===== src/rtl/seg_pipe_adder_pkg.sv =====
// adder_pkg: elaboration-time helpers shared by the segmented pipelined adder.
//   params_ok(width, seg) : 1 when width is a positive multiple of seg and seg >= 1
//   nstage(width, seg)    : number of carry segments / pipeline stages
package adder_pkg;

  function automatic bit params_ok(input int width, input int seg);
    return (seg >= 1) && (width >= seg) && ((width % seg) == 0);
  endfunction

  // Falls back to 1 on a bad SEG so the rest of the design still elaborates
  // far enough for the parameter error to be reported cleanly.
  function automatic int nstage(input int width, input int seg);
    return (seg >= 1) ? (width / seg) : 1;
  endfunction

endpackage


===== src/rtl/seg_pipe_adder_if.sv =====
// seg_pipe_adder_if: operand/result streams of the segmented pipelined adder.
//   Input side : in_valid, in_ready, a, b, cin, sub
//   Output side: out_valid, out_ready, s, cout, ovf
//   master = the block that supplies operands and consumes results
//   slave  = the adder itself
interface seg_pipe_adder_if #(
  parameter int WIDTH = 8
);
  logic             in_valid;
  logic             in_ready;
  logic [WIDTH-1:0] a;
  logic [WIDTH-1:0] b;
  logic             cin;
  logic             sub;
  logic             out_valid;
  logic             out_ready;
  logic [WIDTH-1:0] s;
  logic             cout;
  logic             ovf;

  modport master (
    output in_valid, a, b, cin, sub, out_ready,
    input  in_ready, out_valid, s, cout, ovf
  );

  modport slave (
    input  in_valid, a, b, cin, sub, out_ready,
    output in_ready, out_valid, s, cout, ovf
  );
endinterface


===== src/rtl/seg_pipe_adder_seg_add.sv =====
// seg_add: combinational SEG-bit ripple-carry adder, one per pipeline stage.
//   a, b  : SEG-bit operands
//   ci    : carry in
//   s     : SEG-bit sum
//   co    : carry out of the top bit
//   c_msb : carry into the top bit (overflow detection in the last stage)
// Kept as its own unit so a carry-lookahead version can drop in unchanged.
module seg_add #(
  parameter int SEG = 4
) (
  input  logic [SEG-1:0] a,
  input  logic [SEG-1:0] b,
  input  logic           ci,
  output logic [SEG-1:0] s,
  output logic           co,
  output logic           c_msb
);

  logic [SEG:0] c;

  always_comb begin
    c    = '0;
    s    = '0;
    c[0] = ci;
    for (int i = 0; i < SEG; i++) begin
      s[i]   = a[i] ^ b[i] ^ c[i];
      c[i+1] = (a[i] & b[i]) | (c[i] & (a[i] ^ b[i]));
    end
  end

  assign co    = c[SEG];
  assign c_msb = c[SEG-1];

endmodule


===== src/rtl/seg_pipe_adder.sv =====
// seg_pipe_adder: WIDTH-bit add/subtract split into WIDTH/SEG carry segments,
// one register stage per segment, streaming one operation per clock.
//   clk : rising-edge clock
//   rst : synchronous active-high reset, clears all stage state
//   bus : seg_pipe_adder_if slave (operands in, result out, valid/ready each)
// sub=1 computes a - b - cin; cout is the raw carry (1 = no borrow).
module seg_pipe_adder
  import adder_pkg::*;
#(
  parameter int WIDTH = 8,
  parameter int SEG   = 4
) (
  input  logic            clk,
  input  logic            rst,
  seg_pipe_adder_if.slave bus
);

  localparam int NSTAGE = nstage(WIDTH, SEG);

  if (!params_ok(WIDTH, SEG)) begin : g_param_err
    $error("seg_pipe_adder: WIDTH (%0d) must be a positive multiple of SEG (%0d)", WIDTH, SEG);
  end

  // The whole pipeline moves as one; a stalled output freezes every stage.
  logic advance;
  assign advance      = !bus.out_valid || bus.out_ready;
  assign bus.in_ready = advance;

  for (genvar k = 0; k < NSTAGE; k++) begin : g_stage
    // Stage k sees only the operand bits not yet added (its own segment and
    // above) and produces the sum bits of its segment and everything below.
    localparam int W_IN  = WIDTH - k * SEG;
    localparam int W_SUM = (k + 1) * SEG;

    logic [W_IN-1:0]  a_in;
    logic [W_IN-1:0]  b_in;
    logic             c_in;
    logic             v_in;
    logic [SEG-1:0]   seg_s;
    logic             seg_co;
    logic             seg_cm;
    logic [W_SUM-1:0] sum_nxt;
    logic             vld_q;
    logic             c_q;
    logic [W_SUM-1:0] sum_q;

    if (k == 0) begin : g_src
      assign a_in    = bus.a;
      assign b_in    = bus.b ^ {WIDTH{bus.sub}};
      assign c_in    = bus.cin ^ bus.sub;
      assign v_in    = bus.in_valid;
      assign sum_nxt = seg_s;
    end else begin : g_src
      assign a_in    = g_stage[k-1].g_fwd.a_q;
      assign b_in    = g_stage[k-1].g_fwd.b_q;
      assign c_in    = g_stage[k-1].c_q;
      assign v_in    = g_stage[k-1].vld_q;
      assign sum_nxt = {seg_s, g_stage[k-1].sum_q};
    end

    seg_add #(.SEG(SEG)) u_seg_add (
      .a     (a_in[SEG-1:0]),
      .b     (b_in[SEG-1:0]),
      .ci    (c_in),
      .s     (seg_s),
      .co    (seg_co),
      .c_msb (seg_cm)
    );

    always_ff @(posedge clk) begin
      if (rst) begin
        vld_q <= 1'b0;
        c_q   <= 1'b0;
        sum_q <= '0;
      end else if (advance) begin
        vld_q <= v_in;
        c_q   <= seg_co;
        sum_q <= sum_nxt;
      end
    end

    if (k < NSTAGE - 1) begin : g_fwd
      // Operand bits for the later segments ride along untouched.
      logic [W_IN-SEG-1:0] a_q;
      logic [W_IN-SEG-1:0] b_q;
      logic                cm_unused;

      assign cm_unused = seg_cm;

      always_ff @(posedge clk) begin
        if (rst) begin
          a_q <= '0;
          b_q <= '0;
        end else if (advance) begin
          a_q <= a_in[W_IN-1:SEG];
          b_q <= b_in[W_IN-1:SEG];
        end
      end
    end else begin : g_last
      logic ovf_q;

      always_ff @(posedge clk) begin
        if (rst) begin
          ovf_q <= 1'b0;
        end else if (advance) begin
          ovf_q <= seg_cm ^ seg_co;
        end
      end
    end
  end

  assign bus.out_valid = g_stage[NSTAGE-1].vld_q;
  assign bus.s         = g_stage[NSTAGE-1].sum_q;
  assign bus.cout      = g_stage[NSTAGE-1].c_q;
  assign bus.ovf       = g_stage[NSTAGE-1].g_last.ovf_q;

endmodule


===== src/flat_wrapper.sv =====
// flat-port wrapper written by rule: the top's interface ports become plain ports
module seg_pipe_adder_flat import adder_pkg::*;
#(
  parameter int WIDTH = 8,
  parameter int SEG   = 4
)
  (clk, rst, bus_in_valid, bus_a, bus_b, bus_cin, bus_sub, bus_out_ready, bus_in_ready, bus_out_valid, bus_s, bus_cout, bus_ovf);
  seg_pipe_adder_if #(.WIDTH(WIDTH)) bus_i ();
  input  logic clk;
  input  logic rst;
  input wire logic [$bits(bus_i.in_valid)-1:0] bus_in_valid;
  input wire logic [$bits(bus_i.a)-1:0] bus_a;
  input wire logic [$bits(bus_i.b)-1:0] bus_b;
  input wire logic [$bits(bus_i.cin)-1:0] bus_cin;
  input wire logic [$bits(bus_i.sub)-1:0] bus_sub;
  input wire logic [$bits(bus_i.out_ready)-1:0] bus_out_ready;
  output wire logic [$bits(bus_i.in_ready)-1:0] bus_in_ready;
  output wire logic [$bits(bus_i.out_valid)-1:0] bus_out_valid;
  output wire logic [$bits(bus_i.s)-1:0] bus_s;
  output wire logic [$bits(bus_i.cout)-1:0] bus_cout;
  output wire logic [$bits(bus_i.ovf)-1:0] bus_ovf;
  assign bus_i.in_valid = bus_in_valid;
  assign bus_i.a = bus_a;
  assign bus_i.b = bus_b;
  assign bus_i.cin = bus_cin;
  assign bus_i.sub = bus_sub;
  assign bus_i.out_ready = bus_out_ready;
  assign bus_in_ready = bus_i.in_ready;
  assign bus_out_valid = bus_i.out_valid;
  assign bus_s = bus_i.s;
  assign bus_cout = bus_i.cout;
  assign bus_ovf = bus_i.ovf;
  seg_pipe_adder #(.WIDTH(WIDTH), .SEG(SEG)) u_core (.clk(clk), .rst(rst), .bus(bus_i));
endmodule

===== config.mk =====
export PLATFORM = sky130hd
export DESIGN_NAME = seg_pipe_adder_flat
export DESIGN_NICKNAME = d
export VERILOG_FILES = /design/src/rtl/seg_pipe_adder_pkg.sv /design/src/rtl/seg_pipe_adder_if.sv /design/src/rtl/seg_pipe_adder_seg_add.sv /design/src/rtl/seg_pipe_adder.sv /design/src/flat_wrapper.sv
export SDC_FILE = /design/constraint.sdc
export NUM_CORES = 1
export LEC_CHECK = 0
export CAP_MARGIN = 20
export CORE_AREA = 2 2 76 78
export CTS_CLUSTER_DIAMETER = 60
export CTS_CLUSTER_SIZE = 25
export DETAILED_ROUTE_END_ITERATION = 10
export DIE_AREA = 0 0 78 80
export GPL_ROUTABILITY_DRIVEN = 1
export GPL_TIMING_DRIVEN = 1
export PLACE_DENSITY = 0.56
export SETUP_SLACK_MARGIN = 0.5
export SKIP_LAST_GASP = 1
export SLEW_MARGIN = 20
export SYNTH_ARGS = -nofsm -noshare
export SYNTH_HDL_FRONTEND = slang
export SYNTH_SLANG_ARGS = --single-unit

===== constraint.sdc =====
create_clock -name clk -period 3.2 [get_ports clk]
set_input_delay 0.64 -clock clk [delete_from_list [all_inputs] [get_ports clk]]
set_output_delay 0.64 -clock clk [all_outputs]
set_load 0.1 [all_outputs]

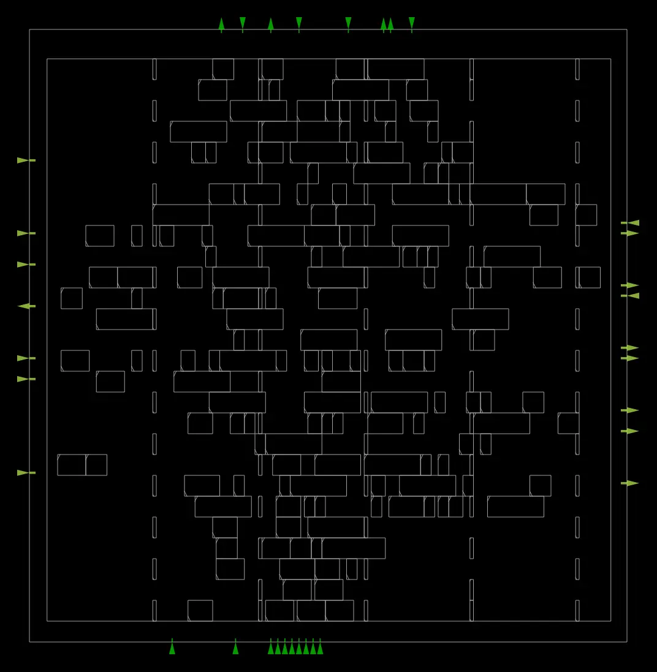
placement.png
flop count: 25
Seq area share: 0.303

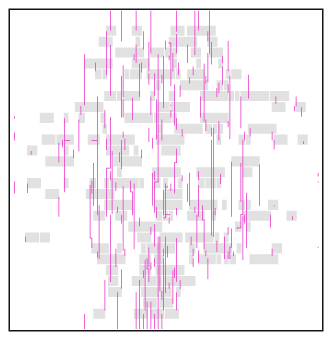
layer_met2.png
(4 px per um) Cells faint in the background.
The longest straight run is 31.8 um. The layer carries 1150 um of wire. The wires run mostly vertical. 146 nets have wire on it.
total number of vias: 906
met2 global-route usage: 0.141
Total Wirelength: 2.41 mm

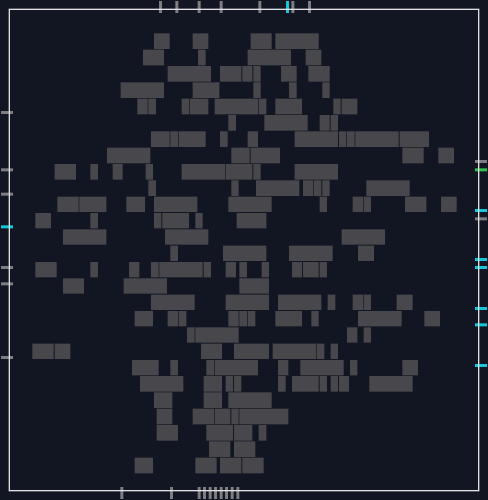
io_placement.png
(6 px per um) Pins as bars across the die edge, other pins in gray.
Green marks bus_out_valid, pins 1, direction output, edge right. Cyan marks bus_s, pins 8, direction output, edge 6 right, 1 left, 1 top.
All pins by edge: 10 bottom, 9 right, 8 top, 7 left.
IO buf count: 33
Die Ht: 80 um
Die Width: 78 um

==> results.json <==
{
  "status": "completed",
  "die_area_um2": 6240,
  "rsz0062_at_grt": "false",
  "clk_path_buf_depth": 2,
  "fp_nets": 161,
  "antenna_cells": 0,
  "wire_per_inst_um": 10.2,
  "yosys_area_um2": 1220,
  "setup-violations-final": 0,
  "placedCellCount": 232,
  "grt_pass1_vias": 880,
  "finalHoldViolCount": 0,
  "detail-route-antenna-nets": 0,
  "relSlewSlack": 0.780,
  "cts_tree": "yes",
  "ys_warn_count": 0,
  "power_density_nw_per_um2": 500,
  "clock-sinks": 25,
  "slowest_stage": "clkdlybuf4s50_1",
  "initial_utilization": 0.226,
  "mostFrequentLayoutCells": "nand2_1, dfxtp_1, clkdlybuf4s50_1",
  "maxSlewViolCount": 0,
  "drc_errors": 0,
  "ys_seq_share": 0.410,
  "grt_overflow": 0,
  "max-vdd-ir-drop_uv": 179,
  "yosysUniqueCellTypes": 14,
  "hold_path_class": "reg2reg",
  "setup_tns_ns": 0,
  "critPathKind": "in2reg",
  "htreeDepth": 1,
  "nets": 195,
  "numSynthFlops": 25,
  "yosys_cells": 131,
  "finalInstanceArea_um2": 1650,
  "critPathBufInv": 4,
  "io_pins": 34,
  "dpl_cell_area_um2": 1590,
  "routed_via_density": 3.84,
  "drt_iter0_markers": 17,
  "path_max_fanout": 1,
  "crit_family": "adder cells",
  "final_period_minus_worst_setup_slack_ns": 2.59,
  "syn_area_per_cell_um2": 9.32,
  "grt_antenna_before_repair": 0,
  "end_kind": "register",
  "fin_skew_ns": 0.00601,
  "final_common_cell": "nand2_1",
  "path_cells": "clkdlybuf4s50_1, xnor2_1, fa_2, inv_2, fa_1, inv_1, fa_1, inv_2, fa_1, nand2_1, a21oi_1",
  "gp_congestion": 0.691,
  "cp_common_cell": "fa_1",
  "fin_cells": 236,
  "slowest_delay_ns": 0.41,
  "cts_root_buffer": "clkbuf_8",
  "synthCells": 131,
  "fmax_mhz": 386,
  "rows": 27,
  "startpoint_type": "input pin",
  "syn2layout_area_growth_pct": 35.1,
  "tightest_slew_ns": 0.330,
  "insertion_delay_ns": 0.27,
  "drive_gt1_frac": 0.220,
  "dpl.hpwl_mm": 1.75,
  "leakagePower_nw": 0.688,
  "firstDrtPassIters": 2,
  "finalCritPeriodShare": 0.809,
  "grt_max_degree": 30,
  "netlist_area_um2": 1220,
  "hold_buffers": 0,
  "grt_pass1_wl_mm": 4.14,
  "crit_required_ns": 3.35,
  "hold_slack_ns": 0.453,
  "worstPathArrival_ns": 2.74,
  "clk_pin_slew_ns": 0.09
}
==> per-layer routing <==
layer,vias to the layer above,wire length (um),global-route usage
met5,-,0,0
met4,0,26,0.0368
met3,4,102,0.0226
met2,18,1150,0.141
met1,413,1130,0.106
li1,471,-,-
==> worst reg2reg max path: stages, from the launching register on <==
cell	delay [ns]
dfxtp_1	0.38
fa_1	0.18
inv_1	0.05
fa_1	0.42
inv_1	0.09
fa_1	0.22
inv_1	0.07
fa_1	0.46
xnor2_1	0.17
nand2_1	0.07
a21oi_1	0.14
==> registers in the layout, indices dropped and copies added (netlist names) <==
| name | flops |
|---|---|
| u_core.g_stage.sum_q | 4 |
| u_core.g_stage.c_q | 1 |
| u_core.bus.cout | 1 |
| u_core.bus.s | 8 |
| u_core.g_stage.g_fwd.a_q | 4 |
| u_core.bus.out_valid | 1 |
| u_core.g_stage.vld_q | 1 |
| u_core.g_stage.g_fwd.b_q | 4 |
| u_core.bus.ovf | 1 |
==> Yosys cell counts <==
library cell	instances	area, um^2
inv_1	12	45.0
a211oi_2	9	113
inv_2	1	3.75
buf_2	4	20.0
dfxtp_1	25	500
buf_4	2	15.0
fa_1	8	160
buf_6	3	33.8
xor2_1	4	35.0
nor2b_4	1	13.8
nand2_1	30	113
xnor2_1	6	52.6
nor2_1	11	41.3
a21oi_1	15	75.1
==> per-stage QoR <==
stage / worst slack [ns] / util
6_report: 0.612 / 0.305
5_1_grt: 0.531 / 0.305
4_1_cts: 0.526 / 0.303
3_5_place_dp: 0.106 / 0.295
3_3_place_gp: 0.150 / 0.295
2_1_floorplan: 0.625 / -
==> logic make-up after synthesis <==
kind of cell    after synthesis  synth area share
simple gates                 42             0.137
compound gates               24             0.154
fa+ha+maj                     8             0.131
buf+inv                      22            0.0963
flops                        25             0.410
xor+xnor                     10            0.0717
==> power by group <==
group / total (mW) / switching (mW) / internal [mW]
clock network: 0.186 / 0.0989 / 0.0870
logic: 0.277 / 0.183 / 0.0943
registers: 0.361 / 0.0165 / 0.345
total: 0.824 / 0.298 / 0.526
==> final cells by class <==
| cell class | count | area (um^2) |
|---|---|---|
| flip-flops and latches | 25 | 500 |
| clock buffers | 3 | 41.3 |
| multi-input cells | 84 | 613 |
| well taps | 72 | 90.1 |
| inverters | 13 | 48.8 |
| fillers | 594 | 3750 |
| repair buffers | 38 | 352 |
| clock inverters | 1 | 5.00 |
==> final timing paths <==
check | start | endpoint | slack (ns) | depth (start not counted)
worst max-delay path | bus_cin | u_core.g_stage[0].sum_q[3] | 0.61 | 11
worst min-delay path | u_core.g_stage[0].vld_q | u_core.g_stage[0].vld_q | 0.45 | 2
worst max register to register | u_core.g_stage[0].g_fwd.b_q[0] | u_core.bus.ovf | 0.87 | 10
worst min register to register | u_core.g_stage[0].vld_q | u_core.g_stage[0].vld_q | 0.45 | 2
==> timing repair <==
action	4_1_cts	5_1_grt
setup buffers	0	0
endpoints found under the setup margin	1	1
resized	1	5
Power is estimated from default activity; no workload was simulated.
